$ cat src/rtl/round_pkg.sv
// Shared types and default constants for the switch-game round controller.
package round_pkg;

  typedef enum logic [1:0] {
    IDLE      = 2'd0,
    ROUND     = 2'd1,
    GAP       = 2'd2,
    GAME_OVER = 2'd3
  } round_state_e;

  localparam logic [5:0] ROUND_TIME_D   = 6'd15;
  localparam logic [5:0] GAP_TIME_D     = 6'd5;
  localparam logic [1:0] LIVES_D        = 2'd3;
  localparam logic [9:0] SCORE_MAX_D    = 10'd999;
  localparam logic [1:0] MULT_SHIFT_MAX = 2'd3;
  localparam logic [6:0] PASSES_MAX     = 7'd127;
  localparam logic [6:0] ROUND_NUM_MAX  = 7'd99;
  localparam logic [5:0] ROUND_TIME_MIN = 6'd5;

  // Multiplier exponent: one step per five passes, capped at MULT_SHIFT_MAX.
  function automatic logic [1:0] mult_shift(input logic [6:0] passes);
    logic [1:0] sh;
    if (passes >= 7'd15) begin
      sh = MULT_SHIFT_MAX;
    end else if (passes >= 7'd10) begin
      sh = 2'd2;
    end else if (passes >= 7'd5) begin
      sh = 2'd1;
    end else begin
      sh = 2'd0;
    end
    return sh;
  endfunction

endpackage

$ cat src/rtl/round_controller_score_accum.sv
// Pass counter and saturating score accumulator; each pass earns 2*mult
// points where mult doubles every fifth pass up to 8.
module score_accum
  import round_pkg::*;
#(
  parameter logic [9:0] SCORE_MAX = SCORE_MAX_D
) (
  input  logic       clk1Hz,
  input  logic       reset_btn,
  input  logic       add_pulse,
  input  logic       clear,
  output logic [9:0] score,
  output logic [6:0] passes
);

  logic [4:0]  award_s;
  logic [10:0] sum_s;

  // Points for the pass being scored, based on passes before this one.
  always_comb begin
    award_s = 5'd2 << mult_shift(passes);
    sum_s   = {1'b0, score} + {6'd0, award_s};
  end

  // Score and pass count registers.
  always_ff @(posedge clk1Hz or posedge reset_btn) begin
    if (reset_btn) begin
      score  <= 10'd0;
      passes <= 7'd0;
    end else if (clear) begin
      score  <= 10'd0;
      passes <= 7'd0;
    end else if (add_pulse) begin
      if (sum_s > {1'b0, SCORE_MAX}) begin
        score <= SCORE_MAX;
      end else begin
        score <= sum_s[9:0];
      end
      if (passes != PASSES_MAX) begin
        passes <= passes + 7'd1;
      end else begin
        passes <= passes;
      end
    end else begin
      score  <= score;
      passes <= passes;
    end
  end

endmodule

$ cat src/rtl/round_controller.sv
// Round sequencer for the switch game: IDLE -> ROUND <-> GAP -> GAME_OVER.
// Optional feature macro ROUND_SPEEDUP_EN shortens rounds as passes accumulate.
module round_controller
  import round_pkg::*;
#(
  parameter logic [5:0] ROUND_TIME = ROUND_TIME_D,
  parameter logic [5:0] GAP_TIME   = GAP_TIME_D,
  parameter logic [1:0] LIVES      = LIVES_D,
  parameter logic [9:0] SCORE_MAX  = SCORE_MAX_D
) (
  input  logic       clk1Hz,
  input  logic       reset_btn,
  input  logic       start,
  input  logic       is_correct,
  output logic [5:0] count,
  output logic       in_round,
  output logic       prompt_req,
  output logic [6:0] round_num,
  output logic [9:0] score,
  output logic [1:0] lives,
  output logic       game_over
);

  round_state_e state_r;
  logic         add_pulse_s;
  logic         clear_s;
  logic [6:0]   passes_s;
  logic [5:0]   round_time_s;

  score_accum #(
    .SCORE_MAX (SCORE_MAX)
  ) u_score_accum (
    .clk1Hz    (clk1Hz),
    .reset_btn (reset_btn),
    .add_pulse (add_pulse_s),
    .clear     (clear_s),
    .score     (score),
    .passes    (passes_s)
  );

  // Scoring strobes: clear on game start, add on a pass during ROUND.
  always_comb begin
    add_pulse_s = 1'b0;
    clear_s     = 1'b0;
    case (state_r)
      IDLE:    clear_s     = start;
      ROUND:   add_pulse_s = is_correct;
      default: begin
        add_pulse_s = 1'b0;
        clear_s     = 1'b0;
      end
    endcase
  end

`ifdef ROUND_SPEEDUP_EN
  logic [4:0] cut_s;

  // Round length: one second less per five passes, floored at ROUND_TIME_MIN.
  always_comb begin
    cut_s = 5'(passes_s / 7'd5);
    if ({1'b0, ROUND_TIME} < ({2'b00, cut_s} + 7'd5)) begin
      round_time_s = ROUND_TIME_MIN;
    end else begin
      round_time_s = ROUND_TIME - {1'b0, cut_s};
    end
  end
`else
  logic unused_passes_s;

  // Fixed round length; the pass count only matters to the score here.
  always_comb begin
    round_time_s    = ROUND_TIME;
    unused_passes_s = ^passes_s;
  end
`endif

  // Main FSM with all registered outputs.
  always_ff @(posedge clk1Hz or posedge reset_btn) begin
    if (reset_btn) begin
      state_r    <= IDLE;
      count      <= 6'd0;
      in_round   <= 1'b0;
      prompt_req <= 1'b0;
      round_num  <= 7'd0;
      lives      <= LIVES;
      game_over  <= 1'b0;
    end else begin
      prompt_req <= 1'b0;
      case (state_r)
        IDLE: begin
          if (start) begin
            state_r    <= ROUND;
            count      <= round_time_s;
            in_round   <= 1'b1;
            prompt_req <= 1'b1;
            round_num  <= 7'd1;
            lives      <= LIVES;
          end else begin
            state_r <= IDLE;
          end
        end
        ROUND: begin
          // A pass outranks timeout, so a verdict on the last second still counts.
          if (is_correct) begin
            state_r  <= GAP;
            count    <= GAP_TIME;
            in_round <= 1'b0;
          end else if (count == 6'd0) begin
            in_round <= 1'b0;
            if (lives == 2'd1) begin
              state_r   <= GAME_OVER;
              count     <= 6'd0;
              lives     <= 2'd0;
              game_over <= 1'b1;
            end else begin
              state_r <= GAP;
              count   <= GAP_TIME;
              lives   <= lives - 2'd1;
            end
          end else begin
            count <= count - 6'd1;
          end
        end
        GAP: begin
          if (count == 6'd0) begin
            state_r    <= ROUND;
            count      <= round_time_s;
            in_round   <= 1'b1;
            prompt_req <= 1'b1;
            if (round_num != ROUND_NUM_MAX) begin
              round_num <= round_num + 7'd1;
            end else begin
              round_num <= round_num;
            end
          end else begin
            count <= count - 6'd1;
          end
        end
        GAME_OVER: begin
          state_r <= GAME_OVER;
        end
        default: begin
          state_r <= IDLE;
        end
      endcase
    end
  end

endmodule

$ cat config.mk
export PLATFORM = sky130hd
export DESIGN_NAME = round_controller
export DESIGN_NICKNAME = d
export VERILOG_FILES = /design/src/rtl/round_pkg.sv /design/src/rtl/round_controller_score_accum.sv /design/src/rtl/round_controller.sv
export SDC_FILE = /design/constraint.sdc
export NUM_CORES = 1
export LEC_CHECK = 0
export CORE_UTILIZATION = 60
export DETAILED_ROUTE_END_ITERATION = 6
export MAX_ROUTING_LAYER = met4
export PLACE_DENSITY_LB_ADDON = 0.2
export SKIP_CTS_REPAIR_TIMING = 1
export SLEW_MARGIN = 30
export SYNTH_ARGS = -nofsm -noshare
export SYNTH_HDL_FRONTEND = slang
export SYNTH_SLANG_ARGS = --single-unit
$ cat constraint.sdc
create_clock -name clk1Hz -period 7.3 [get_ports clk1Hz]
set_input_delay 1.46 -clock clk1Hz [delete_from_list [all_inputs] [get_ports clk1Hz]]
set_output_delay 1.46 -clock clk1Hz [all_outputs]
set_load 0.02 [all_outputs]
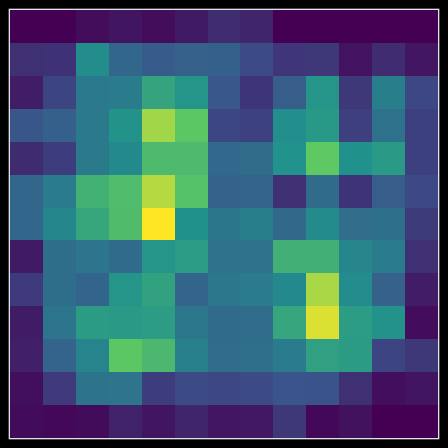
Figure 1: run 1, signal metal coverage by tile.
The die is cut into 13 by 13 equal tiles; dark purple is low, yellow is high, scaled to the fullest tile. Values are wire area over tile area, all layers added.
fullest tile: 0.64
emptiest ninth of the die: top right
densest ninth of the die: middle
nearly empty tiles: 5.3%

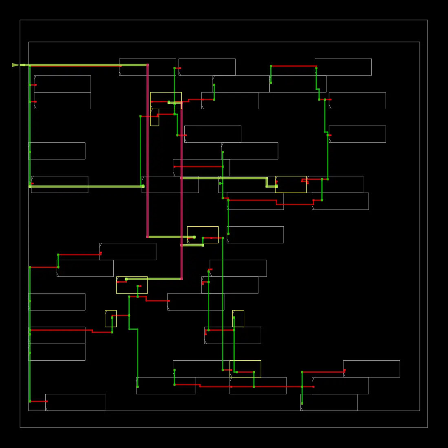
Figure 2: run 1, clock nets.
Clock net power: 0.138 mW
flip-flops: 37
total CTS buffers: 5
Setup Skew: 0.00772 ns

==> metrics.csv, run 1 <==
metric,value,unit
yosysCellCount,279,
gr-usage-all-layers,0.296,
fp_util,0.650,
hold_viol,0,
setup_tns,0,ns
setup_viol,0,
clk_path_buf_depth,2,
ff_type,dfrtp_1,
overflow,0,
path_class,in -> reg,
core_area,3800,um2
layout_min_cycle_time,3.35,ns
fp_nets,298,
grt_util_met3,0.0500,
clockRootBuffer,clkbuf_8,
final_max_slew_viol_count,0,
yosysWarnings,0,
diodes,0,
synth_cell_types,64,
clock_latency,0.29,ns
use_met2,0.491,
async_flop_share,1.00,
peakVddDrop,0.270,mV
power.total,0.856,mW
ioPinCount,32,
place_congestion,0.862,
cts_htree_levels,2,
outcome,"finished, final reports clean",
worstSetupEndpointType,flop,
routed_via_density,6.27,
yosysChipArea,2470,um2
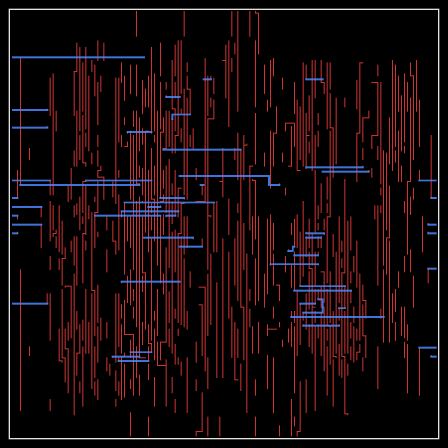
Figure 3: run 1, signal wires by layer.
Only two layers are drawn.
legend:
  blue:
    layer: M3
    wire_length: 282 um
  red:
    layer: M2
    wire_length: 2850 um

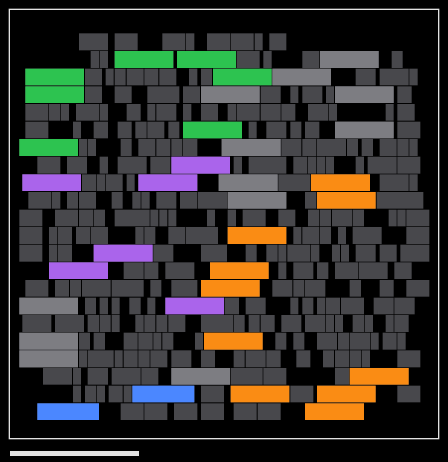
Figure 4: run 1, register map, names as in the netlist.
Bar = 20 um. Other sequential cells in the stronger grey, the rest of the logic in the fainter grey.
legend:
  green:
    signal: round_num
    sequential_cells: 7
  purple:
    signal: count
    sequential_cells: 6
  blue:
    signal: lives
    sequential_cells: 2
  orange:
    signal: u_score_accum.score
    sequential_cells: 10
not coloured: 12

-- run 1: worst max-delay path: stages --
cell	delay (ns)
clkdlybuf4s50_1	0.53
and2_1	0.52
o22a_1	0.25
nand2_1	0.14
or4_1	0.59
nand3_1	0.09
-- run 1: cell families after synthesis --
family	Yosys count	share of synthesized area
AND-OR/OR-AND	85	0.238
XOR/XNOR	7	0.0248
adder cells (fa/ha/maj)	15	0.0791
buffers and inverters	25	0.0441
flip-flops	37	0.376
multiplexers	1	0.00406
AND/OR/NAND/NOR	109	0.233
-- run 1: power by group --
part	total [mW]	switching, mW	internal, mW	leakage, nW
clock	0.138	0.0719	0.0661	0.0450
sequential	0.300	0.0562	0.244	0.481
combinational	0.418	0.250	0.168	0.704
-- run 1: cell type report --
cell class / count / area (um2) / share of cell area
flip-flops and latches: 37 / 928 / 0.323
repair buffers: 32 / 318 / 0.111
multi-input cells: 217 / 1430 / 0.497
clock buffers: 6 / 72.6 / 0.0252
inverters: 15 / 56.3 / 0.0196
well taps: 48 / 60.1 / 0.0209
clock inverters: 2 / 10.0 / 0.00348
-- run 1: per-layer routing --
layer | vias to the layer above | routed length (um)
li1 | 1084 | -
met1 | 1063 | 2510
met2 | 82 | 2850
met3 | 10 | 282
met4 | 0 | 87
met5 | - | 0
-- run 1: through the flow --
step                      hold WS, ns  instance area [um2]  setup WS, ns
after floorplan                 0.507                 2470          4.63
after global placement          0.455                 2790          3.81
after detailed placement        0.469                 2790          3.69
after CTS                       0.483                 2880          3.99
after global routing            0.490                 2880          3.86
final                           0.483                 2880          3.95
-- run 1: flip-flops by register name, indices dropped and copies added (netlist names) --
| signal | flops |
|---|---|
| count | 6 |
| game_over | 1 |
| in_round | 1 |
| lives | 2 |
| prompt_req | 1 |
| round_num | 7 |
| state_r | 2 |
| u_score_accum.passes | 7 |
| u_score_accum.score | 10 |
-- run 1: final timing paths --
check | startpoint | endpoint | slack [ns] | depth (start not counted)
setup reg to reg | u_score_accum.passes[1] | u_score_accum.score[9] | 4.17 | 12
min in group asynchronous | reset_btn | round_num[5] | 1.58 | 3
setup / recovery | start | round_num[6] | 3.95 | 6
hold / removal | game_over | game_over | 0.48 | 1
max in group asynchronous | reset_btn | lives[0] | 5.35 | 3
hold reg to reg | game_over | game_over | 0.48 | 1
-- run 1: cells in the final DEF (no fill, tap or decap), types with 2 or more instances in the layout --
cell	n
a211oi_1	3
a21o_1	5
a21oi_1	11
a311oi_1	4
a31o_2	3
a31oi_1	7
a41oi_1	2
and2_1	4
and3_1	4
and4_1	3
clkbuf_8	5
clkdlybuf4s50_1	31
clkinv_2	2
dfrtp_1	35
dfstp_2	2
ha_1	14
inv_1	15
nand2_1	29
nand2b_1	2
nand3_1	7
nand4_1	5
nor2_1	28
nor2b_1	5
nor3_1	5
nor3b_1	2
o211ai_1	4
o21ai_0	21
o21ai_1	3
o22ai_1	2
o31ai_1	4
or3b_2	2
or4_1	2
xnor2_1	2
xor2_1	5
==> inputs of run 2 (changes only) <==
--- a/config.mk
+++ b/config.mk
@@ -5,7 +5,7 @@
 export SDC_FILE = /design/constraint.sdc
 export NUM_CORES = 1
 export LEC_CHECK = 0
-export CORE_UTILIZATION = 60
+export CORE_UTILIZATION = 55
 export DETAILED_ROUTE_END_ITERATION = 6
 export MAX_ROUTING_LAYER = met4
 export PLACE_DENSITY_LB_ADDON = 0.2
==> constraint.sdc (replaced) <==
create_clock -name clk1Hz -period 3.4 [get_ports clk1Hz]
set_input_delay 0.68 -clock clk1Hz [delete_from_list [all_inputs] [get_ports clk1Hz]]
set_output_delay 0.68 -clock clk1Hz [all_outputs]
set_load 0.02 [all_outputs]
==> metrics.csv, run 2 <==
metric,value,unit
outcome,"finished, final reports clean",
layout_min_cycle_time,3.01,ns
ioPinCount,32,
largest_register_ffs,10,
path_class,reg -> reg,
core_area,4140,um2
peakVddDrop,0.505,mV
yosysChipArea,2470,um2
largestRegisters,"u_score_accum.score x10, round_num x7, u_score_accum.passes x7",
topCombFamilyByArea,AND-OR/OR-AND gates,
overflow,0,
diodes,0,
layout_top_cell,dfrtp_1,
worstSetupEndpointType,flop,
ff_type,dfrtp_1,
clk_path_buf_depth,2,
yosysWarnings,0,
clockRootBuffer,clkbuf_8,
cts_htree_levels,2,
fp_nets,298,
hold_viol,0,
async_flop_share,1.00,
setup_viol,0,
final_max_slew_viol_count,0,
synth.area.mux_share,0.00406,
fp_util,0.595,
cts_buffers,5,
r2r_cells,12,
final_cell_mix,"dfrtp_1, clkdlybuf4s50_1, nand2_1, nor2_1, o21ai_0",
min_path_cells,1,
yosysCellCount,279,
power.total,1.93,mW
setup_tns,0,ns
ys_sh_xor,0.0248,
-- run 2: netlist changes by cell type in the layout (fill, tap and decap cells not counted) --
cell / delta
buf_4: +2
clkinvlp_4: +1
bufinv_16: +1
clkbuf_1: -1
clkbuf_8: +1
clkinv_2: -2
-- run 2: metal layers --
metal	GRT usage	wire length, um	up-vias
li1	-	-	1088
met1	0.345	2660	1027
met2	0.436	2610	57
met3	0.0510	242	2
met4	0.0791	13	0
met5	-	0	-
-- run 2: cell families after synthesis --
kind of cell	Yosys count
compound gates	85
simple gates	109
buf+inv	25
fa+ha+maj	15
xor+xnor	7
flops	37
mux	1
-- run 2: final timing paths --
| check | startpoint | end | slack, ns |
|---|---|---|---|
| hold reg to reg | game_over | game_over | 0.48 |
| max in group asynchronous | reset_btn | lives[0] | 1.97 |
| hold / removal | game_over | game_over | 0.48 |
| setup reg to reg | u_score_accum.passes[1] | u_score_accum.score[9] | 0.39 |
| min in group asynchronous | reset_btn | u_score_accum.passes[4] | 0.68 |
| setup / recovery | u_score_accum.passes[1] | u_score_accum.score[9] | 0.39 |
-- run 2: stage by stage --
| step | instance area [um2] | worst slack, ns | cells | utilization | hold WS, ns |
|---|---|---|---|---|---|
| floorplan | 2470 | 0.729 | 279 | - | 0.507 |
| global placement | 2810 | 0.586 | 353 | 0.678 | 0.459 |
| detailed placement | 2810 | 0.450 | 353 | 0.678 | 0.467 |
| CTS | 2930 | 0.429 | 361 | 0.707 | 0.484 |
| global route | 2930 | 0.100 | 361 | 0.707 | 0.505 |
| finish | 2930 | 0.387 | 361 | 0.707 | 0.484 |
-- run 2: area by class of cell --
| cell class | instances | area [um2] | share of cell area |
|---|---|---|---|
| Clock inverter | 2 | 37.5 | 0.0128 |
| Multi-Input combinational cell | 217 | 1430 | 0.488 |
| Clock buffer | 6 | 82.6 | 0.0282 |
| Timing Repair Buffer | 34 | 333 | 0.114 |
| Inverter | 15 | 56.3 | 0.0192 |
| Sequential cell | 37 | 928 | 0.317 |
| Tap cell | 50 | 62.6 | 0.0213 |
-- run 2: report_power, final --
| part | switching, mW | internal (mW) | total, mW |
|---|---|---|---|
| sequential | 0.116 | 0.524 | 0.639 |
| clock | 0.161 | 0.239 | 0.400 |
| combinational | 0.526 | 0.365 | 0.891 |
| total | 0.802 | 1.13 | 1.93 |
-- run 2: worst max-delay path: stages (launching register included) --
cell,delay (ns)
dfrtp_1,0.50
inv_1,0.08
ha_1,0.18
o31ai_1,0.24
and3b_1,0.21
ha_1,0.19
inv_1,0.07
fa_1,0.40
nor2b_1,0.21
nor2_1,0.10
nor3_2,0.32
a41oi_1,0.17
a311oi_1,0.26
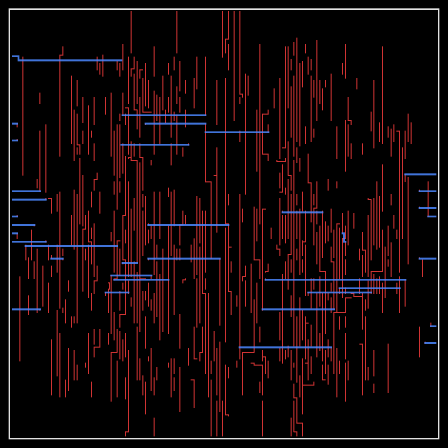
Figure 5: run 2, signal wires by layer.
Only two layers are drawn.
legend:
  red:
    layer: M2
    wire_length: 2610 um
  blue:
    layer: M3
    wire_length: 242 um

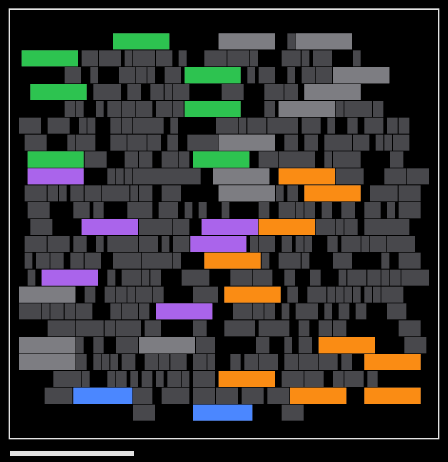
Figure 6: run 2, register map, names as in the netlist.
Bar = 20 um. Other sequential cells in the stronger grey, the rest of the logic in the fainter grey.
legend:
  orange:
    signal: u_score_accum.score
    sequential_cells: 10
  purple:
    signal: count
    sequential_cells: 6
  green:
    signal: round_num
    sequential_cells: 7
  blue:
    signal: lives
    sequential_cells: 2

==> inputs of run 3 (changes only) <==
--- a/config.mk
+++ b/config.mk
@@ -5,8 +5,9 @@
 export SDC_FILE = /design/constraint.sdc
 export NUM_CORES = 1
 export LEC_CHECK = 0
-export CORE_UTILIZATION = 55
+export CORE_UTILIZATION = 52
 export DETAILED_ROUTE_END_ITERATION = 6
+export GPL_ROUTABILITY_DRIVEN = 0
 export MAX_ROUTING_LAYER = met4
 export PLACE_DENSITY_LB_ADDON = 0.2
 export SKIP_CTS_REPAIR_TIMING = 1
@@ -14,3 +15,4 @@
 export SYNTH_ARGS = -nofsm -noshare
 export SYNTH_HDL_FRONTEND = slang
 export SYNTH_SLANG_ARGS = --single-unit
+export TNS_END_PERCENT = 30
==> metrics.csv, run 3 <==
metric,value,unit
outcome,"finished, final reports clean",
diodes,0,
yosysWarnings,0,
overflow,0,
routed_via_density,6.10,
layout_min_cycle_time,2.99,ns
ioPinCount,32,
hold_viol,0,
path_class,reg -> reg,
ff2ff_setup_slack,0.41,ns
clock_latency,0.29,ns
wire_per_inst,15.3,um
crit_start,u_score_accum.passes[1],
synth_cell_types,64,
gr-usage-all-layers,0.250,
register_area,928,um2
core_area,4440,um2
r2r_cells,12,
fin_hold_ws,0.495,ns
cts_htree_levels,2,
largestRegisters,"u_score_accum.score x10, round_num x7, u_score_accum.passes x7",
clockRootBuffer,clkbuf_8,
dieWidth,70.9,um
setup_viol,0,
fp_util,0.555,
final_cell_area,2930,um2
endpoint,u_score_accum.score[9],
hold_start,game_over,
layout_top_cell,dfrtp_1,
comb_area,1430,um2
fp_nets,298,
yosysChipArea,2470,um2
post_dp_cell_area,2810,um2
top_area_frac,0.355,
regMostFlops,u_score_accum.score,
final_util,0.660,
ff_type,dfrtp_1,
worstSetupEndpointType,flop,
largest_register_ffs,10,
clk_path_buf_depth,2,
timing.rr.start,u_score_accum.passes[1],
syn_to_final_growth,18.9,%
r2r-end,u_score_accum.score[9],
setup_tns,0,ns
cts_buffers,5,
dr.pass1.iters,6,
==> run 3: cell counts in the layout (fill, tap and decap cells not counted) <==
Identical to the previous run, type by type.
==> run 3: worst max-delay path, stage by stage, from the launching register on <==
cell	delay, ns
dfrtp_1	0.49
inv_1	0.08
ha_1	0.18
o31ai_1	0.23
and3b_1	0.21
ha_1	0.19
inv_1	0.06
fa_1	0.40
nor2b_1	0.21
nor2_1	0.11
nor3_2	0.31
a41oi_1	0.18
a311oi_1	0.26
==> run 3: metal layers <==
metal,vias up,GRT usage,part of all wire
li1,1087,-,-
met1,1086,0.325,0.47
met2,36,0.409,0.49
met3,7,0.0385,0.034
met4,0,0.0689,0.012
met5,-,-,0
==> run 3: worst min path at each step <==
stage	endpoint	slack [ns]	depth (start not counted)
final	game_over	0.50	1
after global routing	game_over	0.50	1
after CTS	game_over	0.50	1
after detailed placement	game_over	0.47	1
after global placement	game_over	0.47	1
after floorplan	u_score_accum.passes[6]	0.51	2
==> run 3: final cells by class <==
cell class,instances,area share
Timing Repair Buffer,34,0.113
Sequential cell,37,0.317
Clock buffer,6,0.0282
Tap cell,52,0.0222
Multi-Input combinational cell,217,0.488
Inverter,15,0.0192
Clock inverter,2,0.0128
==> run 3: cells by family after synthesis <==
group,Yosys count,synth area share
XOR/XNOR,7,0.0248
buffers and inverters,25,0.0441
flip-flops,37,0.376
AND-OR/OR-AND,85,0.238
AND/OR/NAND/NOR,109,0.233
multiplexers,1,0.00406
adder cells (fa/ha/maj),15,0.0791
==> run 3: per-stage QoR <==
stage | setup slack [ns] | power [mW] | std cells
floorplan | 0.729 | 1.26 | 279
global placement | 0.585 | 1.51 | 355
detailed placement | 0.429 | 1.52 | 355
CTS | 0.415 | 1.94 | 363
global route | 0.177 | 2.08 | 363
finish | 0.412 | 1.93 | 363
==> run 3: where the power goes <==
part / switching (mW) / internal, mW
registers: 0.113 / 0.524
clock network: 0.164 / 0.239
logic: 0.525 / 0.366
total: 0.802 / 1.13
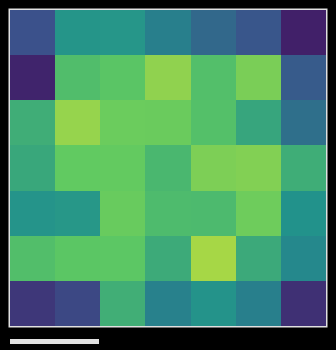
Figure 7: run 3, cell density map.
Bar = 20 um. The die is cut into 7 by 7 equal tiles; dark purple is low, yellow is high, 0 to 100% covered.
mean over tiles: 57%
fullest tile: 86%
densest ninth of the die: middle

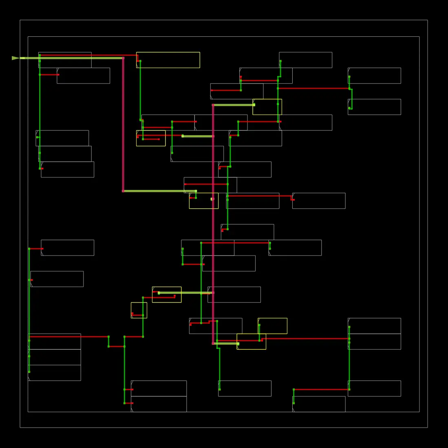
Figure 8: run 3, clock nets.
layout clock buffer count: 6
Setup Skew: 0.00634 ns
Clock net power: 0.402 mW

Power figures rest on the tool's default switching activity, not on a simulated workload.
